==> run_1/congestion.png <==
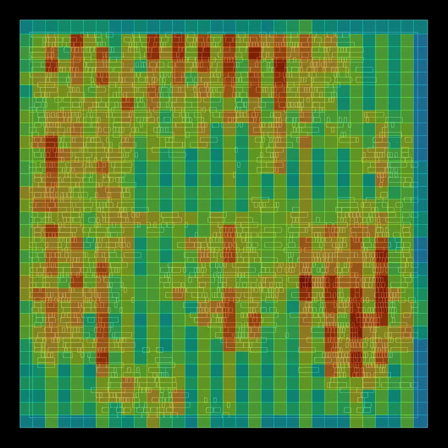
==> run_1/layer_met2.png <==
Cells faint in the background.
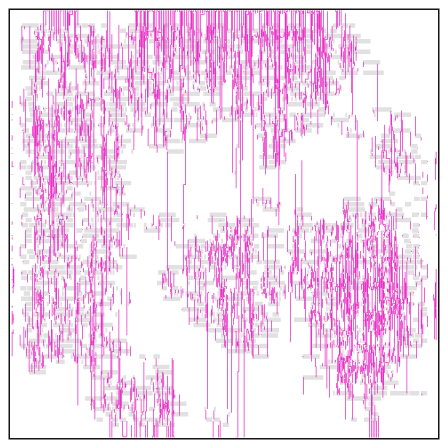
==> run_1/clk_routes.png <==
The bar under the picture is 50 µm long.
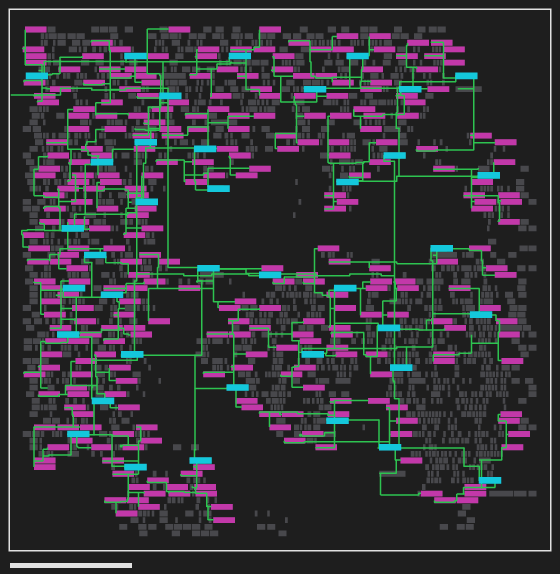
<file path="config.mk">
export PLATFORM = sky130hd
export DESIGN_NAME = sjr_method_caller
export DESIGN_NICKNAME = d
export VERILOG_FILES = /design/src/rtl/sjr_method_caller.sv
export SDC_FILE = /design/constraint.sdc
export NUM_CORES = 1
export LEC_CHECK = 0
export ABC_AREA = 1
export ABC_CLOCK_PERIOD_IN_PS = 4600
export CAP_MARGIN = 30
export CORE_MARGIN = 5
export CORE_UTILIZATION = 29
export DETAILED_ROUTE_END_ITERATION = 12
export GPL_ROUTABILITY_DRIVEN = 0
export GPL_TIMING_DRIVEN = 0
export PLACE_DENSITY = 0.59
export SLEW_MARGIN = 20
export SYNTH_ARGS = -nofsm -noshare
export SYNTH_HDL_FRONTEND = slang
export SYNTH_SLANG_ARGS = --single-unit
</file>
<file path="constraint.sdc">
create_clock -name clk -period 4.6 [get_ports clk]
set_input_delay 0.46 -clock clk [delete_from_list [all_inputs] [get_ports clk]]
set_output_delay 0.46 -clock clk [all_outputs]
set_load 0.05 [all_outputs]
</file>
<file path="src/rtl/sjr_method_caller.sv">
// Drives one Synthesijer method call: preload four fields, request, track busy, capture return.
// Outputs are decoded from state so m_req and the field write enables drop as soon as reset asserts.
module sjr_method_caller #(
  parameter int DATA_WIDTH     = 32,
  parameter int STARTUP_CYCLES = 100,
  parameter int RISE_WINDOW    = 4,
  parameter int TIMEOUT_CYCLES = 100000
) (
  input  logic                  clk,
  input  logic                  reset,
  input  logic                  start,
  input  logic [DATA_WIDTH-1:0] arg0,
  input  logic [DATA_WIDTH-1:0] arg1,
  input  logic [DATA_WIDTH-1:0] arg2,
  input  logic [DATA_WIDTH-1:0] arg3,
  output logic                  ready,
  output logic [DATA_WIDTH-1:0] f0_in,
  output logic [DATA_WIDTH-1:0] f1_in,
  output logic [DATA_WIDTH-1:0] f2_in,
  output logic [DATA_WIDTH-1:0] f3_in,
  output logic                  f0_we,
  output logic                  f1_we,
  output logic                  f2_we,
  output logic                  f3_we,
  output logic                  m_req,
  input  logic                  m_busy,
  input  logic                  m_return,
  output logic                  done,
  output logic                  pass,
  output logic                  timeout,
  output logic                  proto_err,
  output logic [31:0]           run_cycles
);

  typedef enum logic [2:0] {
    S_BOOT,
    S_IDLE,
    S_LOAD,
    S_REQ,
    S_RUN,
    S_FIN
  } state_t;

  localparam logic [31:0] C_BOOT_LAST = 32'(STARTUP_CYCLES - 1);
  localparam logic [31:0] C_RISE_LAST = 32'(RISE_WINDOW - 1);
  localparam logic [31:0] C_TMO       = 32'(TIMEOUT_CYCLES);

  state_t                r_state;
  state_t                w_next;
  logic [31:0]           r_boot_cnt;
  logic [1:0]            r_load_k;
  logic [DATA_WIDTH-1:0] r_arg1;
  logic [DATA_WIDTH-1:0] r_arg2;
  logic [DATA_WIDTH-1:0] r_arg3;
  logic [DATA_WIDTH-1:0] r_fin0;
  logic [DATA_WIDTH-1:0] r_fin1;
  logic [DATA_WIDTH-1:0] r_fin2;
  logic [DATA_WIDTH-1:0] r_fin3;
  logic [31:0]           r_run;
  logic                  r_done;
  logic                  r_pass;
  logic                  r_tmo;
  logic                  r_perr;

  logic [31:0]           w_run_inc;
  logic                  w_calling;
  logic                  w_tmo_hit;
  logic                  w_rise_exp;
  logic [3:0]            w_we;
  logic                  w_req;
  logic                  w_ready;

  // run_cycles in REQ equals the number of m_req cycles already completed
  assign w_run_inc  = (r_run == 32'hFFFF_FFFF) ? r_run : r_run + 32'd1;
  assign w_calling  = (r_state == S_REQ) || (r_state == S_RUN);
  assign w_tmo_hit  = w_calling && (w_run_inc >= C_TMO);
  assign w_rise_exp = (r_state == S_REQ) && !m_busy && (r_run >= C_RISE_LAST);

  always_comb begin
    w_next  = r_state;
    w_we    = 4'b0000;
    w_req   = 1'b0;
    w_ready = 1'b0;
    case (r_state)
      S_BOOT: begin
        if (r_boot_cnt >= C_BOOT_LAST) w_next = S_IDLE;
      end
      S_IDLE: begin
        w_ready = 1'b1;
        if (start) w_next = S_LOAD;
      end
      S_LOAD: begin
        w_we[r_load_k] = 1'b1;
        if (r_load_k == 2'd3) w_next = S_REQ;
      end
      S_REQ: begin
        w_req = 1'b1;
        if (w_tmo_hit)       w_next = S_FIN;
        else if (m_busy)     w_next = S_RUN;
        else if (w_rise_exp) w_next = S_FIN;
      end
      S_RUN: begin
        if (w_tmo_hit || !m_busy) w_next = S_FIN;
      end
      S_FIN: begin
        w_next = S_IDLE;
      end
      default: w_next = S_BOOT;
    endcase
  end

  always_ff @(posedge clk or negedge reset) begin
    if (!reset) begin
      r_state <= S_BOOT;
    end else begin
      r_state <= w_next;
    end
  end

  always_ff @(posedge clk or negedge reset) begin
    if (!reset) begin
      r_boot_cnt <= 32'd0;
      r_load_k   <= 2'd0;
      r_arg1     <= '0;
      r_arg2     <= '0;
      r_arg3     <= '0;
      r_fin0     <= '0;
      r_fin1     <= '0;
      r_fin2     <= '0;
      r_fin3     <= '0;
      r_run      <= 32'd0;
      r_done     <= 1'b0;
      r_pass     <= 1'b0;
      r_tmo      <= 1'b0;
      r_perr     <= 1'b0;
    end else begin
      case (r_state)
        S_BOOT: begin
          r_boot_cnt <= r_boot_cnt + 32'd1;
        end
        S_IDLE: begin
          if (start) begin
            r_arg1   <= arg1;
            r_arg2   <= arg2;
            r_arg3   <= arg3;
            r_fin0   <= arg0;
            r_load_k <= 2'd0;
            r_run    <= 32'd0;
            r_done   <= 1'b0;
            r_pass   <= 1'b0;
            r_tmo    <= 1'b0;
            r_perr   <= 1'b0;
          end
        end
        S_LOAD: begin
          // each field word changes on the edge that opens its own write cycle
          r_load_k <= r_load_k + 2'd1;
          case (r_load_k)
            2'd0:    r_fin1 <= r_arg1;
            2'd1:    r_fin2 <= r_arg2;
            2'd2:    r_fin3 <= r_arg3;
            default: ;
          endcase
        end
        S_REQ, S_RUN: begin
          r_run <= w_run_inc;
          if (w_next == S_FIN) begin
            r_done <= 1'b1;
            if (w_tmo_hit)              r_tmo  <= 1'b1;
            else if (r_state == S_REQ)  r_perr <= 1'b1;
            else                        r_pass <= m_return;
          end
        end
        default: ;
      endcase
    end
  end

  assign ready      = w_ready;
  assign m_req      = w_req;
  assign f0_we      = w_we[0];
  assign f1_we      = w_we[1];
  assign f2_we      = w_we[2];
  assign f3_we      = w_we[3];
  assign f0_in      = r_fin0;
  assign f1_in      = r_fin1;
  assign f2_in      = r_fin2;
  assign f3_in      = r_fin3;
  assign done       = r_done;
  assign pass       = r_pass;
  assign timeout    = r_tmo;
  assign proto_err  = r_perr;
  assign run_cycles = r_run;

endmodule

</file>
==> run summary, run 1 <==
Seq_cells = 297
TritonCTS clock tree = done
Clk Latency, worst-skew pair = 0.54 ns
Syn Area/Cell = 8.43 µm²
Tapcells = 592
Flop pwr share = 31.5%
Worst-path fanout max = 10
RSZ-0062 raised after global routing = no
Clock buffers and inverters, area share = 7.50%
Setup TNS = 0 ns
PD cells = 780 nW/µm²
Setup bufs post-CTS = 0
Main power group = combinational cells
Minimum clock period = 3.74 ns
Reg area = 7430 µm²
Reg2Reg Capture Point = run_cycles[17]$_DFFE_PN0P_
Layout Nets = 2,024
Seq share, synth = 57.3%
First-pass GRT wire length = 64,400 µm
Crit path max-delay family = buffers and inverters
Status = completed
Ys async rst share = 100%
NonClk Buf Share = 18.4%
Number of buffers added on ports = 302
Post-synth top area cell = dfrtp_1
Dpl ws = 1.33 ns
Initial antenna violation count = 3
Worst setup path endpoint = f2_we
Yosys xor share = 2.23%
Combinational Power Share = 46.0%
Clock Skew = 0.0185 ns
Met2 wire length = 18,800 µm
Largest cell class by area = registers
WP depth = 8
IO Pins = 303
Layout area overhead = 40.3%
Yosys cell types = 36
Final hold violations = 0
Grt met3 use = 5.48%
H-tree levels = 2
Seq/total area = 40.8%
WL per Instance = 16.2 µm
FP Rows = 77
Peak per-stage delay on the critical path = 0.95 ns
Dominant logic cell type in the layout = nand2_1
CP Capture Type = output port
Non-CTS inverters = 168
Total die size = 49,100 µm²
Worst EP arrival = 3.28 ns
Synth Area in Adders = 0.579%
Post-DP HPWL = 29,800 µm
Synth area leaders = dfrtp_1 (57%), nand2_1 (17%), o21ai_0 (7.0%)
Max frequency = 0.268 GHz
Floorplan core density = 29.3%
Max-area cell share = 57.3%
Worst reg-to-reg path cell count = 12
Synth logic family = simple AND/OR/NAND/NOR gates
Largest net degree at the start of global routing = 102
CTS Sinks = 297
Slew at the pin with the worst max-slew slack = 0.834 ns
Number of enable flip-flop cells = 0
1st-pass router iterations = 5
Post-Syn Area = 13,000 µm²
Synth Instances = 1,539
Switching Share = 45.0%
Ys cells = 1,539
Comb area share = 25.7%
Crit path DRT = 4.14 ns
Synthesis Warnings = 0
Most instantiated logic cells after routing = nand2_1 (571), clkdlybuf4s50_1 (301), dfrtp_1 (297)
Logic area = 4690 µm²
Crit share post-route = 81.2%
Iter 0 DRT Violations = 736
Placed Cells = 2,436
Dominant Register Cell = dfrtp_1
Root buf cell = clkbuf_16
About congestion.png:
most used routing layer: met2
total track usage: 16.1%

About layer_met2.png:
The longest straight run is 86.0 µm. The wires run mostly vertical. The layer carries 18,800 µm of wire.
vias: 11,300
met2 global-route usage: 25.9%
Total Wirelength: 40,500 µm

About clk_routes.png:
Green is clock wires, length 4,530 µm. Magenta is flip-flops, count 297. Cyan is clock drivers, count 38.
There are 39 routed clock nets. Position of the flops: spread over the die.
Clk network pwr share: 22.5%
Clk. pwr: 3.20 mW

==> run 1: synthesized netlist by cell type, drive strengths merged, types with 7 or more instances <==
library cell	n
a21oi	7
clkbuf	52
dfrtp	297
inv	168
nand2	585
nand3	53
nand4	26
nor2	87
nor3	9
nor4	12
o21ai	183
xor2	27
==> run 1: stage by stage <==
| step | area (µm²) | total power [mW] |
|---|---|---|
| after floorplan | 13000 | 8.57 |
| after global placement | 16700 | 11.0 |
| after detailed placement | 16800 | 11.1 |
| after CTS | 18200 | 14.4 |
| after global routing | 18200 | 15.1 |
| final | 18200 | 14.2 |
==> run_1/layer_met3.png <==
The bar under the picture is 50 µm long. Cells faint in the background.
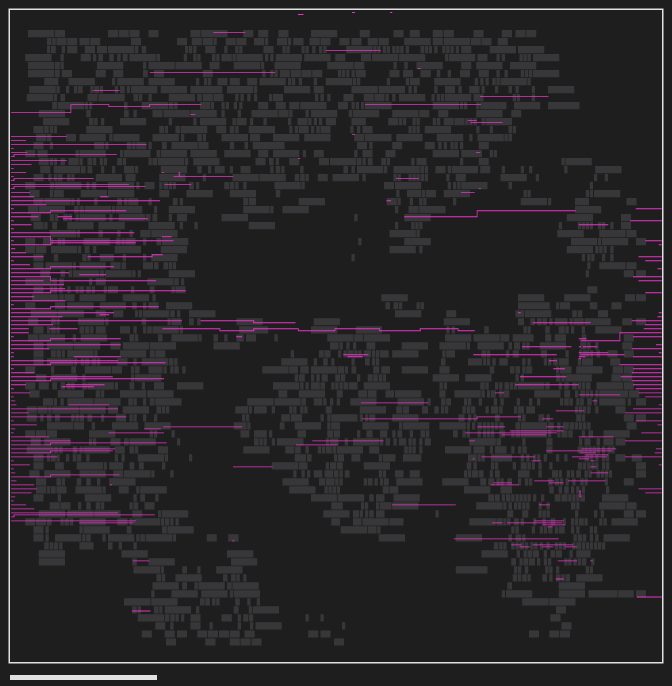

==> run 2: changes to the inputs <==
--- a/config.mk
+++ b/config.mk
@@ -6,7 +6,7 @@
 export NUM_CORES = 1
 export LEC_CHECK = 0
 export ABC_AREA = 1
-export ABC_CLOCK_PERIOD_IN_PS = 4600
+export ABC_CLOCK_PERIOD_IN_PS = 3800
 export CAP_MARGIN = 30
 export CORE_MARGIN = 5
 export CORE_UTILIZATION = 29
==> constraint.sdc (replaced) <==
create_clock -name clk -period 3.8 [get_ports clk]
set_input_delay 0.38 -clock clk [delete_from_list [all_inputs] [get_ports clk]]
set_output_delay 0.38 -clock clk [all_outputs]
set_load 0.05 [all_outputs]
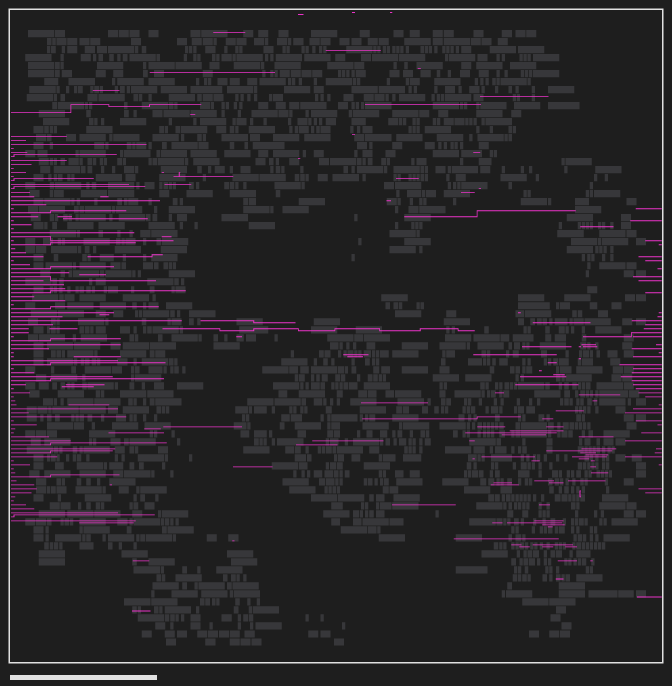
(run_2/layer_met3.png)
The bar under the picture is 50 µm long. Cells faint in the background.
The wires run mostly horizontal. 210 nets have wire on it.
grt met3 use: 5.48%
vias: 11,300

==> run 2 against run 1 <==
Cell count unchanged. Sequential cell count unchanged. Hold slack worse by 0.080 ns. Core utilization hardly changed.
==> run summary, run 2 <==
Setup Viol. Count Final = 0
Crit share post-route = 85.1%
Crit path max-delay family = buffers and inverters
Minimum clock period = 3.23 ns
Status = completed
Max-Cap Viols = 0
Crit path DRT = 3.42 ns
Final count of pins violating max slew = 0
CTS Sinks = 297
TritonCTS clock tree = done
IO Pins = 303
Reg2Reg Capture Point = run_cycles[17]$_DFFE_PN0P_
Yosys cell types = 36
Layout Nets = 2,024
Max frequency = 0.309 GHz
Number of buffers added on ports = 302
Post-synth top area cell = dfrtp_1
Slew at the pin with the worst max-slew slack = 0.834 ns
1st-pass router iterations = 5
WP depth = 8
Post-Place Cell Area = 16,800 µm²
Clk. pwr = 3.88 mW
Layout area overhead = 40.3%
Ys cells = 1,539
Flop pwr share = 31.5%
Setup bufs post-CTS = 0
Main power group = combinational cells
Worst EP arrival = 2.85 ns
Power Total = 17.2 mW
Post-synth top cells = nand2_1 (571), dfrtp_1 (297), o21ai_0 (182)
Root buf cell = clkbuf_16
Post-DP HPWL = 29,800 µm
Number of enable flip-flop cells = 0
Final hold violations = 0
Post-Syn Area = 13,000 µm²
Most frequent cell after synthesis = nand2_1
PD cells = 944 nW/µm²
Dominant Register Cell = dfrtp_1
Floorplan core density = 29.3%
First-pass GRT wire length = 64,400 µm
Dpl ws = 0.608 ns
Synth Instances = 1,539
DRC Markers = 0
Initial antenna violation count = 3
CP Capture Type = output port
Combinational Power Share = 46.0%
Synthesis Warnings = 0
Largest net degree at the start of global routing = 102
Total track usage = 16.1%
Clock Skew = 0.0184 ns
Total die size = 49,100 µm²
Iter 0 DRT Violations = 736
Clk network pwr share = 22.6%
Placed Cells = 2,436
Clock buffer depth = 3
Cell mode on critical path = inv_1
Setup TNS = 0 ns
FP Rows = 77
H-tree levels = 2
Syn Area/Cell = 8.43 µm²
Seq share, synth = 57.3%
Clk Latency, worst-skew pair = 0.54 ns
Worst reg-to-reg path cell count = 12
Ys async rst share = 100%
Peak VDD IR = 0.496 mV
Resized cells post-CTS = 0
Switching Share = 45.0%
Total Wirelength = 40,500 µm
Final Instance Area = 18,200 µm²
Max-area cell share = 57.3%
Peak per-stage delay on the critical path = 0.53 ns
WL per Instance = 16.2 µm
Met2 global-route usage = 25.9%
Dominant logic cell type in the layout = nand2_1
Worst-path fanout max = 10
## run 2: netlist changes by cell type in the layout (fill, tap and decap cells not counted), sizes merged
cell,previous run,this run
dlymetal6s2s,0,1
clkdlybuf4s50,301,300
## run 2: layout make-up
cell class	count	area [µm²]	share of cell area, %
sequential	297	7430	40.8
antenna	2	5.00	0.0275
tap	592	741	4.07
clock inverter	15	228	1.25
clock buffer	53	1140	6.25
buffer	58	225	1.24
inverter	168	631	3.46
multi-input combinational	1016	4690	25.7
timing repair buffer	306	3120	17.1
## run 2: logic make-up (layout without fill, tap and decap cells)
family	after synthesis	count (layout)	share of synthesized area, %
flops	297	297	57.3
xor+xnor	33	33	2.23
compound gates	200	200	7.92
simple gates	775	775	25.3
other cells	0	2	0
mux	2	2	0.154
fa+ha+maj	6	6	0.579
buf+inv	226	600	6.60
Power and IR drop assume default switching activity.
